==> config.mk <==
export PLATFORM = sky130hd
export DESIGN_NAME = pwm_decoder
export DESIGN_NICKNAME = d
export VERILOG_FILES = /design/src/rtl/pwm_pkg.sv /design/src/rtl/pwm_serial_div.sv /design/src/rtl/pwm_decoder.sv
export SDC_FILE = /design/constraint.sdc
export NUM_CORES = 1
export LEC_CHECK = 0
export CORE_MARGIN = 1.5
export CORE_UTILIZATION = 50
export CTS_CLUSTER_DIAMETER = 120
export DETAILED_ROUTE_END_ITERATION = 8
export DONT_BUFFER_PORTS = 1
export HOLD_SLACK_MARGIN = 0.12
export SYNTH_ARGS = -nofsm -noshare
export SYNTH_HDL_FRONTEND = slang
export SYNTH_SLANG_ARGS = --single-unit
==> constraint.sdc <==
create_clock -name clk -period 3.2 [get_ports clk]
set_input_delay 0.48 -clock clk [delete_from_list [all_inputs] [get_ports clk]]
set_output_delay 0.48 -clock clk [all_outputs]
set_load 0.05 [all_outputs]
==> src/rtl/pwm_pkg.sv <==
// pwm_pkg: constants and decoder state encoding shared by the PWM generator and decoder.
package pwm_pkg;
    localparam int DEF_LEVEL_BITS = 4;
    localparam logic [DEF_LEVEL_BITS-1:0] LEVEL_FULL = '1;
    typedef enum logic [1:0] {DISARMED, ARMED, DIVIDE} decState_t;
endpackage

==> src/rtl/pwm_serial_div.sv <==
// pwm_serial_div: restoring unsigned divider, one quotient bit per cycle, start/busy/done handshake.
module pwm_serial_div #(
    parameter int NUM_BITS  = 21,
    parameter int DEN_BITS  = 16,
    parameter int QUOT_BITS = 5
) (
    input  logic                 clk,
    input  logic                 rst_n,
    input  logic                 start,
    input  logic [NUM_BITS-1:0]  num,
    input  logic [DEN_BITS-1:0]  den,
    output logic                 busy,
    output logic                 done,
    output logic [QUOT_BITS-1:0] quot
);
    localparam int REM_BITS = NUM_BITS - QUOT_BITS;
    localparam int STEP_BITS = $clog2(QUOT_BITS + 1);
    localparam logic [STEP_BITS-1:0] LAST_STEP = STEP_BITS'(QUOT_BITS - 1);

    logic [REM_BITS-1:0] rem;
    logic [DEN_BITS-1:0] denReg;
    logic [QUOT_BITS-1:0] numLow, qReg;
    logic [STEP_BITS-1:0] step;
    logic [REM_BITS:0] trial;
    logic qBit;

    // the caller guarantees num < den * 2^QUOT_BITS, so the upper numerator bits start below den
    assign trial = {rem, numLow[QUOT_BITS-1]};
    assign qBit = trial >= (REM_BITS + 1)'(denReg);
    assign done = busy && step == LAST_STEP;
    assign quot = {qReg[QUOT_BITS-2:0], qBit};

    always_ff @(posedge clk or negedge rst_n) begin
        if (!rst_n) begin
            rem    <= '0;
            denReg <= '0;
            numLow <= '0;
            qReg   <= '0;
            step   <= '0;
            busy   <= 1'b0;
        end else if (start && !busy) begin
            rem    <= num[NUM_BITS-1:QUOT_BITS];
            numLow <= num[QUOT_BITS-1:0];
            denReg <= den;
            qReg   <= '0;
            step   <= '0;
            busy   <= 1'b1;
        end else if (busy) begin
            rem    <= qBit ? REM_BITS'(trial - (REM_BITS + 1)'(denReg)) : trial[REM_BITS-1:0];
            numLow <= numLow << 1;
            qReg   <= quot;
            step   <= step + STEP_BITS'(1);
            busy   <= !done;
        end
    end
endmodule

==> src/rtl/pwm_decoder.sv <==
// pwm_decoder: measures period and high time of an incoming PWM line and turns
// the duty cycle back into a level code; flags loss of signal on a static line.
module pwm_decoder
    import pwm_pkg::*;
#(
    parameter int LEVEL_BITS     = DEF_LEVEL_BITS,
    parameter int CNT_BITS       = 16,
    parameter int TIMEOUT_CYCLES = 65535
) (
    input  logic                  clk,
    input  logic                  rst_n,
    input  logic                  pwm_in,
    output logic [LEVEL_BITS-1:0] level,
    output logic                  level_valid,
    output logic [CNT_BITS-1:0]   period_cycles,
    output logic                  no_signal
);
    localparam int NUM_BITS = CNT_BITS + LEVEL_BITS + 1;
    localparam int Q_BITS = LEVEL_BITS + 1;
    localparam logic [CNT_BITS-1:0] CNT_MAX = '1;
    localparam logic [CNT_BITS-1:0] TIMEOUT = CNT_BITS'(TIMEOUT_CYCLES);

    logic syncA, s, sDly, rise, timeout;
    logic [CNT_BITS-1:0] perCnt, highCnt;
    decState_t state;
    logic divStart, divBusy, divDone;
    logic [NUM_BITS-1:0] divNum;
    logic [Q_BITS-1:0] divQuot;

    assign rise = s & ~sDly;
    // a rise always wins so a long-static line can re-arm even with a saturated counter
    assign timeout = !rise && state != DIVIDE && perCnt >= TIMEOUT;
    assign divStart = state == ARMED && rise && !divBusy;
    assign divNum = {1'b0, highCnt, {LEVEL_BITS{1'b0}}} + NUM_BITS'(perCnt >> 1);

    pwm_serial_div #(
        .NUM_BITS (NUM_BITS),
        .DEN_BITS (CNT_BITS),
        .QUOT_BITS(Q_BITS)
    ) uDiv (
        .clk  (clk),
        .rst_n(rst_n),
        .start(divStart),
        .num  (divNum),
        .den  (perCnt),
        .busy (divBusy),
        .done (divDone),
        .quot (divQuot)
    );

    always_ff @(posedge clk or negedge rst_n) begin
        if (!rst_n) begin
            syncA         <= 1'b0;
            s             <= 1'b0;
            sDly          <= 1'b0;
            perCnt        <= '0;
            highCnt       <= '0;
            state         <= DISARMED;
            level         <= '0;
            level_valid   <= 1'b0;
            period_cycles <= '0;
            no_signal     <= 1'b1;
        end else begin
            syncA       <= pwm_in;
            s           <= syncA;
            sDly        <= s;
            perCnt      <= rise ? CNT_BITS'(1) : perCnt == CNT_MAX ? perCnt : perCnt + CNT_BITS'(1);
            highCnt     <= rise ? CNT_BITS'(1) : highCnt == CNT_MAX ? highCnt : highCnt + CNT_BITS'(s);
            level_valid <= 1'b0;
            if (timeout) begin
                level         <= s ? '1 : '0;
                level_valid   <= !no_signal;
                no_signal     <= 1'b1;
                period_cycles <= '0;
                state         <= DISARMED;
            end else begin
                case (state)
                    DISARMED: if (rise) state <= ARMED;
                    ARMED: if (divStart) begin
                        period_cycles <= perCnt;
                        state         <= DIVIDE;
                    end
                    default: if (divDone) begin
                        level       <= divQuot[LEVEL_BITS] ? '1 : divQuot[LEVEL_BITS-1:0];
                        level_valid <= 1'b1;
                        no_signal   <= 1'b0;
                        state       <= ARMED;
                    end
                endcase
            end
        end
    end
endmodule
==> run_1/clock_nets.png <==
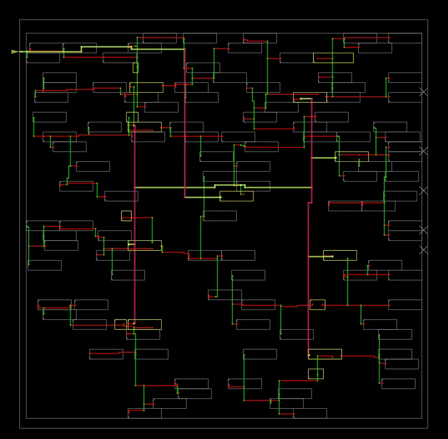
P_clk: 1.15 mW
TritonCTS Buffers: 9

==> run_1/m3.png <==
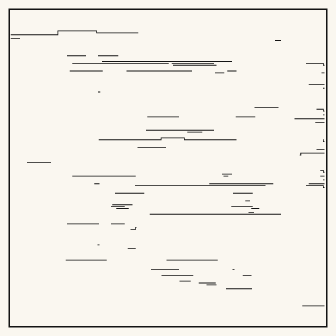
share of all routed wire: 4.9%
nets with wire on the layer: 55
via count: 4700
WL final: 14170 um
M3 GR Usage: 4.428%

==> run_1/m4.png <==
The bar under the picture is 20 um long. Supply wires on this layer in grey. Cells faint in the background.
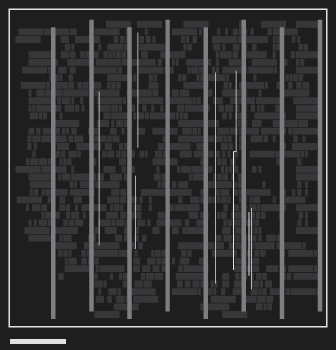
main direction: vertical
longest straight run: 74.8 um
wire length on this layer: 319 um

==> flow_metrics.env, run 1 <==
# physical design summary
export IMPL_globalplace_congestion=0.8367
export IMPL_grt_start_max_net_pins=105
export IMPL_rsz0062_at_grt="no"
export IMPL_cts_htree_levels=3
export IMPL_cp_slowest_stage_delay_ps=470
export IMPL_die_area_um2=12660
export IMPL_worst_slew_pin_slew_ps=691.6
export IMPL_reg2reg_depth=9
export IMPL_num_antenna_cells=0
export IMPL_hold_viol=0
export IMPL_yosys_warnings=0
export IMPL_violations="design-rule violations"
export IMPL_peakVddDrop_uv=486.4
export IMPL_die_h_um=112.5
export IMPL_hold_path_class="in2reg"
export IMPL_synth_top_cell_by_area="dfrtp_1"
export IMPL_whs_path_depth=0
export IMPL_timing_rr_start="perCnt[5]"
export IMPL_avgViaCountPerCell=5.875
export IMPL_status="finished with violations"
export IMPL_ys_ff=104
export IMPL_crit_type="reg2reg"
export IMPL_synth_async_reset_ratio_pct=100.0
export IMPL_drc=5
export IMPL_syn_avg_cell_area_um2=9.126
export IMPL_cp_num_buf_inv=0
export IMPL_cts_tree="built"
export IMPL_min_delay_start="pwm_in"
export IMPL_ys_top_cells_by_count="dfrtp_1 (103), nand2_1 (84), nor2_1 (64)"
export IMPL_maxCapViolations=0
export IMPL_final_cell_mix="dfrtp_1 (103), nand2_1 (84), nor2_1 (63)"
export IMPL_die_x_um=112.5
export IMPL_dp_hpwl_um=10460
export IMPL_p_per_area_nw_per_um2=850.3
export IMPL_clockBufferDepth=2
export IMPL_yosys_top_cells_area="dfrtp_1 (43%), ha_1 (6.7%), nand2_1 (5.3%)"
export IMPL_fmax_ghz=0.3577
==> run 1: stage by stage <==
step	utilization (%)	setup WS, ps	std cells	hold slack (ps)	total power [mW]
2_1_floorplan	-	786.7	657	184.4	3.844
3_3_place_gp	52.93	546.0	782	186.8	4.271
3_5_place_dp	52.93	429.5	782	187.0	4.316
4_1_cts	55.90	415.3	800	135.0	5.516
5_1_grt	55.90	243.3	800	131.0	5.926
6_report	55.90	404.2	800	145.7	5.497
==> run 1: area by class of cell <==
type,count,area share (%)
multi-input combinational,493,48.62
sequential,104,40.27
clock buffer,10,3.542
tap,143,2.768
inverter,32,1.858
timing repair buffer,12,1.742
clock inverter,6,1.200
==> run 1: registers in the layout, indices dropped and copies added, names as in the netlist <==
name           count
highCnt           16
no_signal          1
uDiv.rem          16
s                  1
level_valid        1
sDly               1
level              4
uDiv.numLow        5
syncA              1
uDiv.denReg       16
uDiv.step          3
state              2
perCnt            16
uDiv.busy          1
uDiv.qReg          4
period_cycles     16
==> run 1: worst reg2reg max path: stages (launching register included) <==
cell      delay [ps]
dfrtp_1          470
ha_1             290
fa_1             440
a211oi_1         390
o21a_1           240
o311ai_0         220
o211ai_1         170
xor2_1           190
a22oi_1           80
and3_1           200
==> run 1: how the worst max path moves through the flow <==
| stage | from | cells after the start | end |
|---|---|---|---|
| 3_5_place_dp | perCnt[5] | 9 | uDiv.rem[13] |
| 6_report | perCnt[5] | 9 | uDiv.rem[13] |
| 5_1_grt | perCnt[5] | 9 | uDiv.rem[13] |
| 4_1_cts | perCnt[5] | 9 | uDiv.rem[13] |
| 3_3_place_gp | perCnt[5] | 9 | uDiv.rem[13] |
| 2_1_floorplan | uDiv.numLow[4] | 11 | uDiv.rem[12] |
==> run 1: report_power, final <==
part / internal [mW] / switching (mW) / total [mW]
Combinational: 0.966 / 1.25 / 2.21
Clock: 0.623 / 0.526 / 1.15
Sequential: 1.62 / 0.511 / 2.13
==> run 1: logic make-up after synthesis <==
| kind of cell | Yosys count | synth area share, % |
|---|---|---|
| DFF | 104 | 43.43 |
| and+or+nand+nor | 231 | 17.72 |
| muxes | 15 | 2.504 |
| xor gates and xnor gates | 46 | 6.720 |
| AOI/OAI and AO/OA | 167 | 18.05 |
| adders and majority gates | 34 | 7.346 |
| buffers and inverters | 60 | 4.236 |
==> run 1: per-layer routing <==
layer	share of wire (%)	vias to the layer above	track usage [%]
met5	0	-	0
met1	48	2257	34.27
met3	4.9	20	4.428
met2	45	109	36.65
li1	-	2314	-
met4	2.2	0	8.523
==> run 1: what timing repair did <==
item,CTS,global route
endpoints found under the hold margin,104,0
hold buffers,2,0
endpoints found under the setup margin,0,0
buffers inserted,0,0
==> run_1/m1.png <==
Supply wires on this layer in grey.
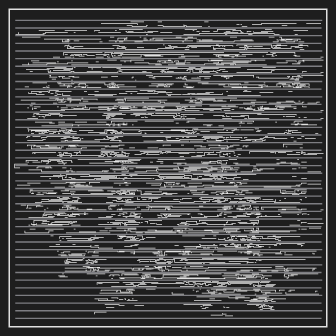

==> run 2: changes to the inputs <==
--- a/config.mk
+++ b/config.mk
@@ -6,11 +6,12 @@
 export NUM_CORES = 1
 export LEC_CHECK = 0
 export CORE_MARGIN = 1.5
-export CORE_UTILIZATION = 50
+export CORE_UTILIZATION = 55
 export CTS_CLUSTER_DIAMETER = 120
 export DETAILED_ROUTE_END_ITERATION = 8
 export DONT_BUFFER_PORTS = 1
 export HOLD_SLACK_MARGIN = 0.12
+export PLACE_DENSITY = 0.7
 export SYNTH_ARGS = -nofsm -noshare
 export SYNTH_HDL_FRONTEND = slang
 export SYNTH_SLANG_ARGS = --single-unit
==> run_2/m1.png <==
Supply wires on this layer in grey.
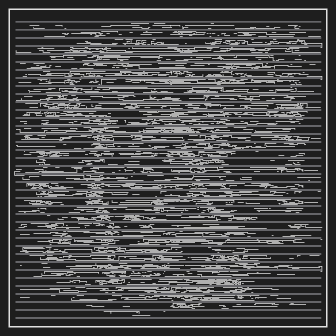
nets with wire on the layer: 662
share of all routed wire: 48%
via count: 4824
WL final: 14770 um
met1 Usage GRT: 38.34%

==> run_2/m2.png <==
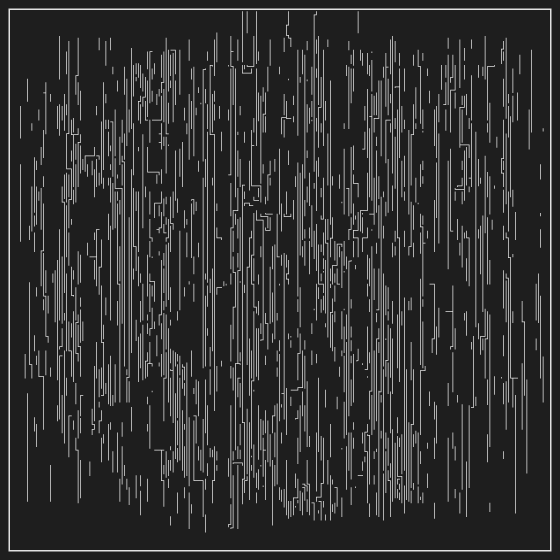
longest straight run: 54.9 um
share of all routed wire: 46%
nets with wire on the layer: 573
wire length on this layer: 6730 um

==> run 2 against run 1 <==
Critical path type unchanged; clock skew grew 2.6 ps; cell count shrank 0.63%; synthesized area is the same; count of clock-buffer cells in the layout is the same; largest power group unchanged; synthesized cell count is the same; the flow now finishes without violations; sequential share of layout area grew 0.67 points; largest cell class unchanged.
==> flow_metrics.env, run 2 <==
# physical design summary
export IMPL_fin_cells=795
export IMPL_clkPwrFrac_pct=15.5
export IMPL_switching_share_pct=44.27
export IMPL_status="finished, final reports clean"
export IMPL_seqPwrFrac_pct=40.5
export IMPL_globalplace_congestion=0.9147
export IMPL_avgViaCountPerCell=6.068
export IMPL_reg2reg_depth=11
export IMPL_simple_gate_area_share_pct=17.72
export IMPL_p_sw_mw=2.308
export IMPL_maxCapViolations=0
export IMPL_cts_tree="built"
export IMPL_yosys_warnings=0
export IMPL_dp_hpwl_um=10760
export IMPL_drc=0
export IMPL_internal_power_mw=2.906
export IMPL_synth_top_cell_by_area="dfrtp_1"
export IMPL_grt_start_max_net_pins=105
export IMPL_min_delay_start="syncA"
export IMPL_mux_share_pct=2.504
export IMPL_synth_async_reset_ratio_pct=100.0
export IMPL_die_h_um=107.4
export IMPL_worst_slew_pin_slew_ps=585.2
export IMPL_p_per_area_nw_per_um2=820.0
export IMPL_syn_avg_cell_area_um2=9.126
export IMPL_whs_ps=363.7
export IMPL_die_x_um=107.4
export IMPL_timing_rr_start="uDiv.numLow[4]"
export IMPL_rsz0062_at_grt="no"
export IMPL_final_cell_mix="dfrtp_1 (103), nand2_1 (84), nor2_1 (63)"
export IMPL_hold_path_class="reg2reg"
export IMPL_cts_buffers=9
export IMPL_clockBufferDepth=2
export IMPL_die_area_um2=11540
export IMPL_ys_top_logic_family="AND-OR/OR-AND gates"
export IMPL_ys_ff=104
export IMPL_yosys_top_cells_area="dfrtp_1 (43%), ha_1 (6.7%), nand2_1 (5.3%)"
export IMPL_crit_type="reg2reg"
export IMPL_synthAdderAreaFrac_pct=7.346
export IMPL_num_antenna_cells=0
export IMPL_ys_top_cells_by_count="dfrtp_1 (103), nand2_1 (84), nor2_1 (64)"
export IMPL_hold_viol=0
==> run_2/clock_nets.png <==
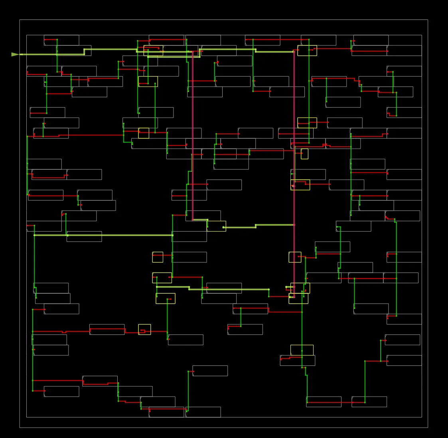
Latency at later pin: 380 ps
CLK BUF: 10

-- run 2: how the worst max path moves through the flow --
stage / from / to / slack, ps / depth (start not counted)
after floorplan: uDiv.numLow[4] / uDiv.rem[12] / 790 / 11
after global placement: uDiv.numLow[4] / uDiv.rem[12] / 400 / 11
after detailed placement: perCnt[5] / uDiv.rem[13] / 420 / 9
after CTS: uDiv.numLow[4] / uDiv.rem[12] / 400 / 11
after global routing: perCnt[5] / uDiv.rem[13] / 170 / 9
final: uDiv.numLow[4] / uDiv.rem[12] / 350 / 11
-- run 2: timing repair --
action | CTS | global route
hold buffers | 3 | 0
setup buffers | 0 | 0
endpoints found under the hold margin | 105 | 0
-- run 2: cells by family after synthesis --
| group | count (synthesis) |
|---|---|
| and+or+nand+nor | 231 |
| AOI/OAI and AO/OA | 167 |
| DFF | 104 |
| buffers and inverters | 60 |
| xor gates and xnor gates | 46 |
| adders and majority gates | 34 |
| muxes | 15 |
-- run 2: cell type report --
type | instances | area [um2]
fillers | 900 | 4104
multi-input cells | 493 | 3143
flip-flops and latches | 104 | 2604
well taps | 136 | 170.2
clock buffers | 10 | 137.6
repair buffers | 14 | 130.1
inverters | 32 | 120.1
clock inverters | 6 | 53.80
-- run 2: power groups by stage --
| stage | registers [mW] | logic [mW] | clock network [mW] |
|---|---|---|---|
| finish | 2.11 | 2.30 | 0.806 |
| global route | 2.16 | 2.56 | 0.883 |
| CTS | 2.11 | 2.27 | 0.821 |
| detailed placement | 2.13 | 2.22 | 0 |
| global placement | 2.11 | 2.18 | 0 |
| floorplan | 2.01 | 1.83 | 0 |
-- run 2: per-stage QoR --
stage	power [mW]	utilization [%]
final	5.214	60.77
after floorplan	3.844	-
after global routing	5.596	60.77
after global placement	4.296	58.49
after detailed placement	4.352	58.49
after CTS	5.196	60.77
-- run 2: worst max-delay path, stage by stage (launching register included) --
cell	delay [ps]
dfrtp_1	430
inv_1	70
ha_1	160
inv_1	50
fa_1	400
a21oi_1	260
o221ai_1	210
a31oi_1	320
o31ai_1	140
xnor2_1	150
and3_1	230
a2111oi_4	330
-- run 2: routing by layer --
layer	vias up	GRT usage [%]	part of all wire [%]
met5	-	0	0
met4	0	6.861	1.4
met3	16	5.266	5.4
met1	2375	38.34	48
met2	124	43.13	46
li1	2309	-	-
==> run 3: changes to the inputs <==
--- a/config.mk
+++ b/config.mk
@@ -8,6 +8,7 @@
 export CORE_MARGIN = 1.5
 export CORE_UTILIZATION = 55
 export CTS_CLUSTER_DIAMETER = 120
+export CTS_CLUSTER_SIZE = 12
 export DETAILED_ROUTE_END_ITERATION = 8
 export DONT_BUFFER_PORTS = 1
 export HOLD_SLACK_MARGIN = 0.12
==> run_3/m1.png <==
Supply wires on this layer in grey.
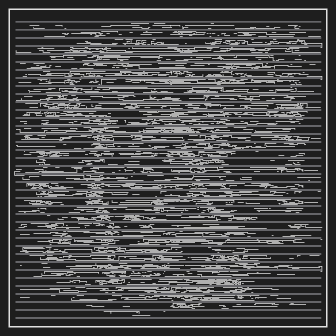

==> run_3/m3.png <==
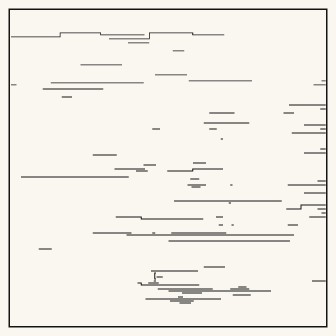
nets with wire on the layer: 58
share of all routed wire: 5.4%
M3 GR Usage: 5.266%

==> run_3/clock_nets.png <==
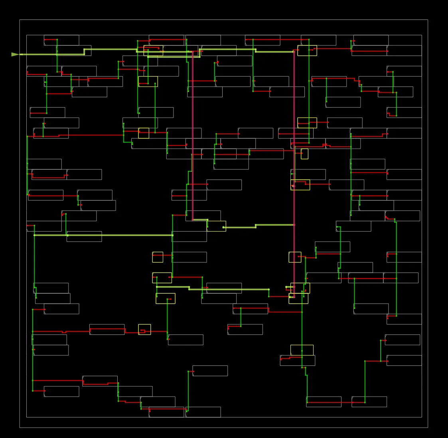
Clock Skew: 11.25 ps
seq_cells: 104

==> run 3 against run 2 <==
Routed wire length unchanged; highest routed layer unchanged; non-clock buffer count did not move; die area did not move; critical path type unchanged; setup slack did not move; power is the same; synthesized area unchanged; clock skew unchanged.
==> flow_metrics.env, run 3 <==
# physical design summary
export IMPL_status="finished, final reports clean"
export IMPL_core_um2=10460
export IMPL_cts_tree="built"
export IMPL_clock_sinks=104
export IMPL_period_minus_slack_ps=2848
export IMPL_cp_num_buf_inv=2
export IMPL_die_x_um=107.4
export IMPL_p_per_area_nw_per_um2=820.0
export IMPL_dp_hpwl_um=10760
export IMPL_top_cell_area_share_pct=42.99
export IMPL_avgViaCountPerCell=6.068
export IMPL_power_mw=5.214
export IMPL_hold_path_class="reg2reg"
export IMPL_yosys_warnings=0
export IMPL_die_h_um=107.4
export IMPL_grt_start_max_net_pins=105
export IMPL_fp_util_pct=57.31
export IMPL_clkPwrFrac_pct=15.5
export IMPL_dp_slack_ps=417.1
export IMPL_hold_viol=0
export IMPL_worst_slew_pin_slew_ps=585.2
export IMPL_ys_ff=104
export IMPL_reg2reg_depth=11
export IMPL_layout_setup_ws_ps=352.0
export IMPL_critPathTopFamily="AND-OR/OR-AND gates"
export IMPL_p_sw_mw=2.308
export IMPL_crit_top_cell="inv_1"
export IMPL_postCtsSetupRepairBufs=0
export IMPL_maxCapViolations=0
export IMPL_cts_root_buf="clkbuf_8"
export IMPL_globalplace_congestion=0.9147
export IMPL_die_area_um2=11540
export IMPL_num_vias=4824
export IMPL_synth_edff_count=0
export IMPL_p_leak_nw=2.840
export IMPL_cts_buffers=9
export IMPL_arrival_ps=3130
export IMPL_critPathLaunch="uDiv.numLow[4]"
export IMPL_cp_slowest_stage_delay_ps=430
export IMPL_worstPathCellList="inv_1 -> ha_1 -> inv_1 -> fa_1 -> a21oi_1 -> o221ai_1 -> a31oi_1 -> o31ai_1 -> xnor2_1 -> and3_1 -> a2111oi_4"
export IMPL_cts_htree_levels=3
export IMPL_clock_latency_ps=380
export IMPL_drt_wl_total_um=14770
export IMPL_switching_share_pct=44.27
export IMPL_timing_rr_start="uDiv.numLow[4]"
export IMPL_cp_start_kind="flip-flop"
export IMPL_seqPwrFrac_pct=40.5
export IMPL_synth_async_reset_ratio_pct=100.0
export IMPL_worstSetupEndpoint="uDiv.rem[12]"
export IMPL_place_area_um2=6120
export IMPL_synth_top_cell_by_area="dfrtp_1"
export IMPL_ys_top_cells_by_count="dfrtp_1 (103), nand2_1 (84), nor2_1 (64)"
export IMPL_syn_avg_cell_area_um2=9.126
export IMPL_yosys_top_cells_area="dfrtp_1 (43%), ha_1 (6.7%), nand2_1 (5.3%)"
export IMPL_drc=0
export IMPL_port_buffer_count=0
export IMPL_final_max_slew_violation_count=0
export IMPL_rsz0062_at_grt="no"
export IMPL_critical_path_cell_count=11
export IMPL_clockBufferDepth=2
export IMPL_fin_cells=795
export IMPL_num_antenna_cells=0
export IMPL_final_cell_mix="dfrtp_1 (103), nand2_1 (84), nor2_1 (63)"
export IMPL_cp_slowest_cell="dfrtp_1"
export IMPL_crit_type="reg2reg"
export IMPL_internal_power_mw=2.906
-- run 3: cell counts in the layout (fill, tap and decap cells not counted) --
Identical to the previous run, type by type.
-- run 3: worst min path at each step --
stage	slack [ps]	end	start
after floorplan	180	highCnt[0]	rst_n
after global placement	190	uDiv.denReg[14]	rst_n
after detailed placement	190	uDiv.denReg[11]	rst_n
after CTS	360	s	syncA
after global routing	370	s	syncA
final	360	s	syncA
-- run 3: cells by family (layout without fill, tap and decap cells) --
kind of cell | count (synthesis) | count (layout) | share of synthesized area (%)
compound gates | 167 | 167 | 18.05
mux | 15 | 15 | 2.504
fa+ha+maj | 34 | 34 | 7.346
xor+xnor | 46 | 46 | 6.720
flops | 104 | 104 | 43.43
buf+inv | 60 | 62 | 4.236
simple gates | 231 | 231 | 17.72
-- run 3: metal layers --
| metal | part of all wire, % | vias up | GRT usage, % |
|---|---|---|---|
| li1 | - | 2309 | - |
| met1 | 48 | 2375 | 38.34 |
| met2 | 46 | 124 | 43.13 |
| met3 | 5.4 | 16 | 5.266 |
| met4 | 1.4 | 0 | 6.861 |
| met5 | 0 | - | 0 |
-- run 3: through the flow --
stage	util, %	hold WS [ps]
after CTS	60.77	364.9
after global routing	60.77	372.7
after global placement	58.49	186.5
after detailed placement	58.49	186.6
after floorplan	-	184.4
final	60.77	363.7
-- run 3: timing repair --
| item | 4_1_cts | 5_1_grt |
|---|---|---|
| endpoints found under the hold margin | 105 | 0 |
| gates resized | 0 | 0 |
| hold buffers | 3 | 0 |
-- run 3: worst register-to-register path, cell delays in order (launching register included) --
cell       delay [ps]
dfrtp_1           430
inv_1              70
ha_1              160
inv_1              50
fa_1              410
a21oi_1           260
o221ai_1          210
a31oi_1           320
o31ai_1           140
xnor2_1           150
and3_1            230
a2111oi_4         330
-- run 3: final cells by class --
type	instances	area (um2)
Clock buffer	10	137.6
Clock inverter	6	53.80
Fill cell	900	4104
Inverter	32	120.1
Multi-Input combinational cell	493	3143
Sequential cell	104	2604
Tap cell	136	170.2
Timing Repair Buffer	14	130.1
-- run 3: power by group through the flow --
| stage | clock (mW) | sequential, mW | combinational [mW] |
|---|---|---|---|
| floorplan | 0 | 2.01 | 1.83 |
| global placement | 0 | 2.11 | 2.18 |
| detailed placement | 0 | 2.13 | 2.22 |
| CTS | 0.821 | 2.11 | 2.27 |
| global route | 0.883 | 2.16 | 2.56 |
| finish | 0.806 | 2.11 | 2.30 |
Power and IR drop assume default switching activity.
